Cell classes on the final placement:
(4 px per µm)
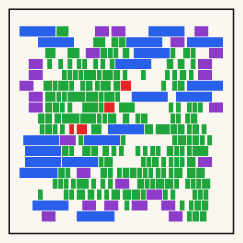
Wires at chosen ports, followed through buffers:
(8 px per µm)
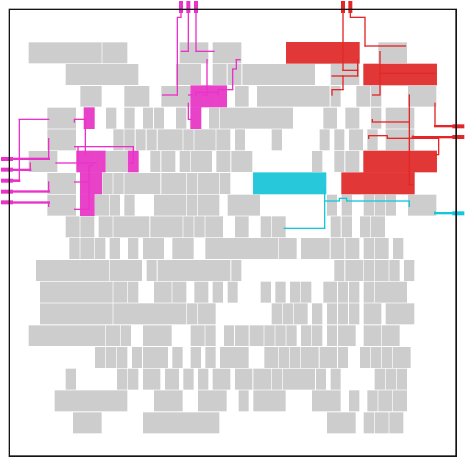
File: config.mk
export PLATFORM = sky130hd
export DESIGN_NAME = mux41_rr_sched_flat
export DESIGN_NICKNAME = d
export VERILOG_FILES = /design/src/rtl/mux41_rr_sched_pkg.sv /design/src/rtl/mux41_rr_sched_if.sv /design/src/rtl/mux41_rr_sched_arbiter.sv /design/src/rtl/mux41_rr_sched.sv /design/src/flat_wrapper.sv
export SDC_FILE = /design/constraint.sdc
export NUM_CORES = 1
export LEC_CHECK = 0
export ABC_AREA = 1
export CORE_MARGIN = 2
export CORE_UTILIZATION = 53
export DETAILED_ROUTE_END_ITERATION = 7
export GPL_TIMING_DRIVEN = 0
export PLACE_DENSITY = 0.79
export SLEW_MARGIN = 20
export SYNTH_ARGS = -nofsm -noshare
export SYNTH_HDL_FRONTEND = slang
export SYNTH_SLANG_ARGS = --single-unit
File: constraint.sdc
create_clock -name clk -period 2.2 [get_ports clk]
set_clock_uncertainty 0.05 [all_clocks]
set_input_delay 0.44 -clock clk [delete_from_list [all_inputs] [get_ports clk]]
set_output_delay 0.44 -clock clk [all_outputs]
set_load 0.03 [all_outputs]
File: src/rtl/mux41_rr_sched_pkg.sv
// Shared types and helpers for the mux41 round-robin scheduler.
// The rotating-priority pick lives here so the arbiter sub-module and any
// future users agree on exactly one search order.
package mux41_sched_pkg;

  // The scheduler fronts a 4:1 selector, so requester count and select width
  // are tied together and fixed.
  localparam int NREQ  = 4;
  localparam int SEL_W = 2;

  typedef enum logic {
    IDLE = 1'b0,
    HOLD = 1'b1
  } state_t;

  // Result of one arbitration: winning index plus whether anyone asked.
  typedef struct packed {
    logic             found;
    logic [SEL_W-1:0] idx;
  } pick_t;

  // Search last+1, last+2, last+3, last (mod 4); first set request wins.
  // The 2-bit addition wraps naturally, which gives the modulo for free.
  function automatic pick_t rr_pick(input logic [NREQ-1:0]  req,
                                    input logic [SEL_W-1:0] last);
    pick_t            p;
    logic [SEL_W-1:0] cand;
    p = '0;
    for (int k = 1; k <= NREQ; k++) begin
      cand = last + SEL_W'(k);
      if (!p.found && req[cand]) begin
        p.found = 1'b1;
        p.idx   = cand;
      end
    end
    return p;
  endfunction

  // One-hot decode of a selector index into a grant vector.
  function automatic logic [NREQ-1:0] onehot(input logic [SEL_W-1:0] idx);
    logic [NREQ-1:0] v;
    v      = '0;
    v[idx] = 1'b1;
    return v;
  endfunction

endpackage

File: src/rtl/mux41_rr_sched_if.sv
// Requester-side bundle of the mux41 scheduler: enable, requests and dwell
// flow into the scheduler; select, grant and status flow back out.
interface mux41_rr_sched_if #(
  parameter int DWELL_W = 8
);
  import mux41_sched_pkg::*;

  logic                en;
  logic [NREQ-1:0]     req;
  logic [DWELL_W-1:0]  dwell;
  logic [SEL_W-1:0]    sel;
  logic [NREQ-1:0]     grant;
  logic                valid;
  logic                done;

  // Requester / top-level side: issues requests, observes grants.
  modport master (
    output en, req, dwell,
    input  sel, grant, valid, done
  );

  // Scheduler side: consumes requests, owns the select and grant.
  modport slave (
    input  en, req, dwell,
    output sel, grant, valid, done
  );

endinterface

File: src/rtl/mux41_rr_sched_arbiter.sv
// Purely combinational 4-way rotating-priority picker. Given the request
// vector and the index granted last, returns the next winner and whether
// any request was present at all.
module rr_arbiter4
  import mux41_sched_pkg::*;
(
  input  logic [NREQ-1:0]  req,
  input  logic [SEL_W-1:0] last,
  output logic [SEL_W-1:0] idx,
  output logic             found
);

  pick_t pick;

  // Rotate priority so the requester after the last grantee is tried first.
  always_comb begin
    // NOTE: every output of an always_comb gets a default before any branch
    // so no path leaves it unassigned and a latch cannot be inferred.
    pick  = '0;
    pick  = rr_pick(req, last);
    idx   = pick.idx;
    found = pick.found;
  end

endmodule

File: src/rtl/mux41_rr_sched.sv
// Round-robin scheduler sharing the mux41 4:1 2-bit selector between four
// requesters. A winner holds the selector for a programmable dwell time,
// releases early if it drops its request, and hands over back-to-back to the
// next requester without an idle bubble. All outputs are registered.
module mux41_rr_sched #(
  parameter int NREQ    = 4,   // fixed to match the 4:1 selector
  parameter int DWELL_W = 8
) (
  input  logic                   clk,
  input  logic                   rst,
  mux41_rr_sched_if.slave        bus
);

  import mux41_sched_pkg::*;

  state_t             state;
  logic [SEL_W-1:0]   sel_q;
  logic [SEL_W-1:0]   last_q;
  logic [NREQ-1:0]    grant_q;
  logic               valid_q;
  logic               done_q;
  logic [DWELL_W-1:0] cnt;

  logic [SEL_W-1:0]   arb_last;
  logic [SEL_W-1:0]   arb_idx;
  logic               arb_found;
  logic [DWELL_W-1:0] dwell_eff;
  logic               hold_end;
  logic               regrant;

  // While holding, the grant that is about to end becomes "last" in the same
  // edge, so re-arbitration must rotate from the current select rather than
  // the stale last_q register.
  assign arb_last = (state == HOLD) ? sel_q : last_q;

  // A dwell of zero would underflow the counter; treat it as one cycle.
  assign dwell_eff = (bus.dwell == '0) ? DWELL_W'(1) : bus.dwell;

  // A grant ends when its count runs out or its owner lets go early.
  assign hold_end = (cnt == DWELL_W'(1)) || !bus.req[sel_q];

  // A new grant may only start while enabled and someone is asking.
  assign regrant = bus.en && arb_found;

  rr_arbiter4 u_arb (
    .req   (bus.req),
    .last  (arb_last),
    .idx   (arb_idx),
    .found (arb_found)
  );

  // Scheduler FSM: issues grants, counts dwell, and produces all outputs.
  always_ff @(posedge clk or negedge rst) begin
    if (!rst) begin
      state   <= IDLE;
      sel_q   <= '0;
      last_q  <= '1;     // so the first search begins at requester 0
      grant_q <= '0;
      valid_q <= 1'b0;
      done_q  <= 1'b0;
      cnt     <= '0;
    end else begin
      // NOTE: state registers use non-blocking assignments so every flop in
      // this block sees the pre-edge values, independent of statement order.
      done_q <= 1'b0;
      case (state)
        IDLE: begin
          if (regrant) begin
            state   <= HOLD;
            sel_q   <= arb_idx;
            grant_q <= onehot(arb_idx);
            valid_q <= 1'b1;
            cnt     <= dwell_eff;
          end
        end

        HOLD: begin
          if (hold_end) begin
            last_q <= sel_q;
            done_q <= 1'b1;
            if (regrant) begin
              // Back-to-back handover: valid stays high, no idle cycle.
              sel_q   <= arb_idx;
              grant_q <= onehot(arb_idx);
              cnt     <= dwell_eff;
            end else begin
              // Select is left pointing at the last grantee.
              state   <= IDLE;
              grant_q <= '0;
              valid_q <= 1'b0;
              cnt     <= '0;
            end
          end else begin
            cnt <= cnt - DWELL_W'(1);
          end
        end

        default: begin
          state   <= IDLE;
          grant_q <= '0;
          valid_q <= 1'b0;
          cnt     <= '0;
        end
      endcase
    end
  end

  assign bus.sel   = sel_q;
  assign bus.grant = grant_q;
  assign bus.valid = valid_q;
  assign bus.done  = done_q;

endmodule

File: src/flat_wrapper.sv
// flat-port wrapper written by rule: the top's interface ports become plain ports
module mux41_rr_sched_flat import mux41_sched_pkg::*;
#(
  parameter int NREQ    = 4,                                     
  parameter int DWELL_W = 8
)
  (clk, rst, bus_en, bus_req, bus_dwell, bus_sel, bus_grant, bus_valid, bus_done);
  mux41_rr_sched_if #(.DWELL_W(DWELL_W)) bus_i ();
  input  logic clk;
  input  logic rst;
  input wire logic [$bits(bus_i.en)-1:0] bus_en;
  input wire logic [$bits(bus_i.req)-1:0] bus_req;
  input wire logic [$bits(bus_i.dwell)-1:0] bus_dwell;
  output wire logic [$bits(bus_i.sel)-1:0] bus_sel;
  output wire logic [$bits(bus_i.grant)-1:0] bus_grant;
  output wire logic [$bits(bus_i.valid)-1:0] bus_valid;
  output wire logic [$bits(bus_i.done)-1:0] bus_done;
  assign bus_i.en = bus_en;
  assign bus_i.req = bus_req;
  assign bus_i.dwell = bus_dwell;
  assign bus_sel = bus_i.sel;
  assign bus_grant = bus_i.grant;
  assign bus_valid = bus_i.valid;
  assign bus_done = bus_i.done;
  mux41_rr_sched #(.NREQ(NREQ), .DWELL_W(DWELL_W)) u_core (.clk(clk), .rst(rst), .bus(bus_i));
endmodule
==> deck_impl_summary.md <==
Synthesis and Place & Route Summary

Place
  – Post-Place Cell Area: 1673 µm²
  – Placement Setup Slack: -0.1919 ns
  – Number of port buffers: 22
  – GPL Wtd Cong: 0.9561
  – DP Wirelength: 2553 µm

Cells and area
  – Commonest Layout Cell: nand2_1
  – Bufs w/o clock: 25
  – Clock buffer count: 4
  – Clock-cell share of area: 0.01538
  – Comb area: 824.5 µm²
  – Buffer share of cell area: 0.1487
  – ANT cells: 0
  – Most frequent cells in the layout: nand2_1 (79), clkdlybuf4s50_1 (22), inv_1 (18)
  – Flop count: 19
  – Inverter count: 22
  – Layout cells sized above 1: 0.1308
  – Finished Cell Area: 1708 µm²
  – Fillcell total: 221
  – Largest Register: u_core.cnt

Timing
  – Relative slew margins: 0.4237
  – Fin crit period: 2.045 ns
  – Tightest Pin Transition: 0.8618 ns
  – Fin. Hold Viols: 0
  – Final Setup Violations: 0
  – Max Slew Vio Count: 0
  – TNS Setup: 0 ns

Global route
  – GRT Util Overall: 0.2179
  – Met3 Resource Use GR: 0.03721
  – Routing usage on met2: 0.3520
  – Antenna violations before repair: 0
  – Largest net degree at the start of global routing: 20
  – First-pass GRT wire length: 5485 µm
  – Total congestion overflow: 0

Clock network
  – Worst-path clk slew: 0.11 ns
  – TritonCTS clock tree: built
  – H-tree Lvls: 1
  – Hold buffer count at CTS: 0
  – Setup Fix Bufs, Post-CTS: 0
  – Deepest clock path buffer count: 2

Route
  – Drt initial violations: 64
  – Vias/cell: 5.360
  – Iteration tally of the first detailed-router pass: 4
  – Final ANT Viol Nets: 0
  – Met1 wire length: 1520 µm
  – Vias: 1431

Pwr
  – Comb pwr: 0.00204 W
  – Clock network power: 0.000176 W
  – Total power: 0.002842 W
  – Clk network pwr share: 0.062
  – Switching pwr: 0.001546 W
  – Internal power: 0.001296 W
  – P per Cell Area: 1664 nW/µm²
  – Seq pwr: 0.000629 W

Floorplan
  – Core Box Area: 2500 µm²
  – N_taps: 30
  – Die X: 55.67 µm
  – Row cnt: 18

Critical path
  – FF-to-FF End: u_core.cnt[2]
  – Critical Path Sink: u_core.cnt[2]
  – Worst R2R Path Depth: 14
  – Worst Path Required: 2.37 ns
  – Worst EP arrival: 2.22 ns
  – Reg2reg setup slack: 0.15 ns

Yosys
  – Synth Register Bits: 19
  – Asr flop ratio synth: 1.000
  – Number of cells in Yosys stat: 210
  – Synth Instances: 210
  – Top cells by area: dfrtp_1 (30%), nand2_1 (21%), nand3_1 (5.7%)
  – Synthesis Warnings: 0
  – Top logic family: simple AND/OR/NAND/NOR gates
  – Cell with the most instances after synthesis: nand2_1
  – And+or+nand+nor area frac: 0.4164
  – Mapped Area: 1415 µm²
  – Area share of the largest cell type after synthesis: 0.3006
  – Netlist cell types: 25
  – Compound-Gate Fraction of Synth Area: 0.1114
  – Mean Syn Cell Area: 6.739 µm²
  – Seq/Total Area, Yosys: 0.3378
  – Flip-flops with a built-in enable: 0

Worst hold path
  – Hold Path Stages: 2
  – Worst hold path type: reg2reg

Run status
  – Run status: completed

Run
  – Number of OpenROAD warnings: 27
Back to the opening pictures, 'cell classes on the final placement':
legend:
  blue:
    class: flip-flops
    cells: 19
  purple:
    class: other buffers and delay cells
    cells: 25
  red:
    class: clock drivers and dummy loads
    cells: 4
  green:
    class: all other logic
    cells: 189

Back to the opening pictures, 'wires at chosen ports, followed through buffers':
legend:
  magenta:
    port: bus_dwell
    bits: 8
    direction: input
    edge: 5 left, 3 top
    end_cells: 10
    buffers: 8
    wire: 109 µm
  cyan:
    port: bus_valid
    bits: 1
    direction: output
    edge: right
    end_cells: 1
    buffers: 1
    wire: 24.1 µm
  red:
    port: bus_grant
    bits: 4
    direction: output
    edge: 2 top, 2 right
    end_cells: 4
    buffers: 4
    wire: 81.2 µm

-- stage by stage --
step                instances  hold WS (ns)
global route              267        0.4737
CTS                       266        0.4615
global placement          262        0.4218
floorplan                 210       0.09441
finish                    267        0.4540
detailed placement        262        0.4348
-- worst max-delay path: stages, from the launching register on --
cell and delay (ns):
dfrtp_1 0.38, buf_6 0.14, inv_6 0.09, nand2_1 0.06
nand2_1 0.15, nand2_1 0.09, nand2_2 0.13, nand2_1 0.10
nand2_2 0.12, nor2_4 0.05, nand3_2 0.08, nand2_4 0.10
nor2_2 0.26, nand2_1 0.08, o211ai_1 0.09
-- cell families after synthesis --
family / after synthesis
AND-OR/OR-AND: 28
AND/OR/NAND/NOR: 131
buffers and inverters: 25
adder cells (fa/ha/maj): 2
flip-flops: 19
XOR/XNOR: 5
Power is estimated from default activity; no workload was simulated.
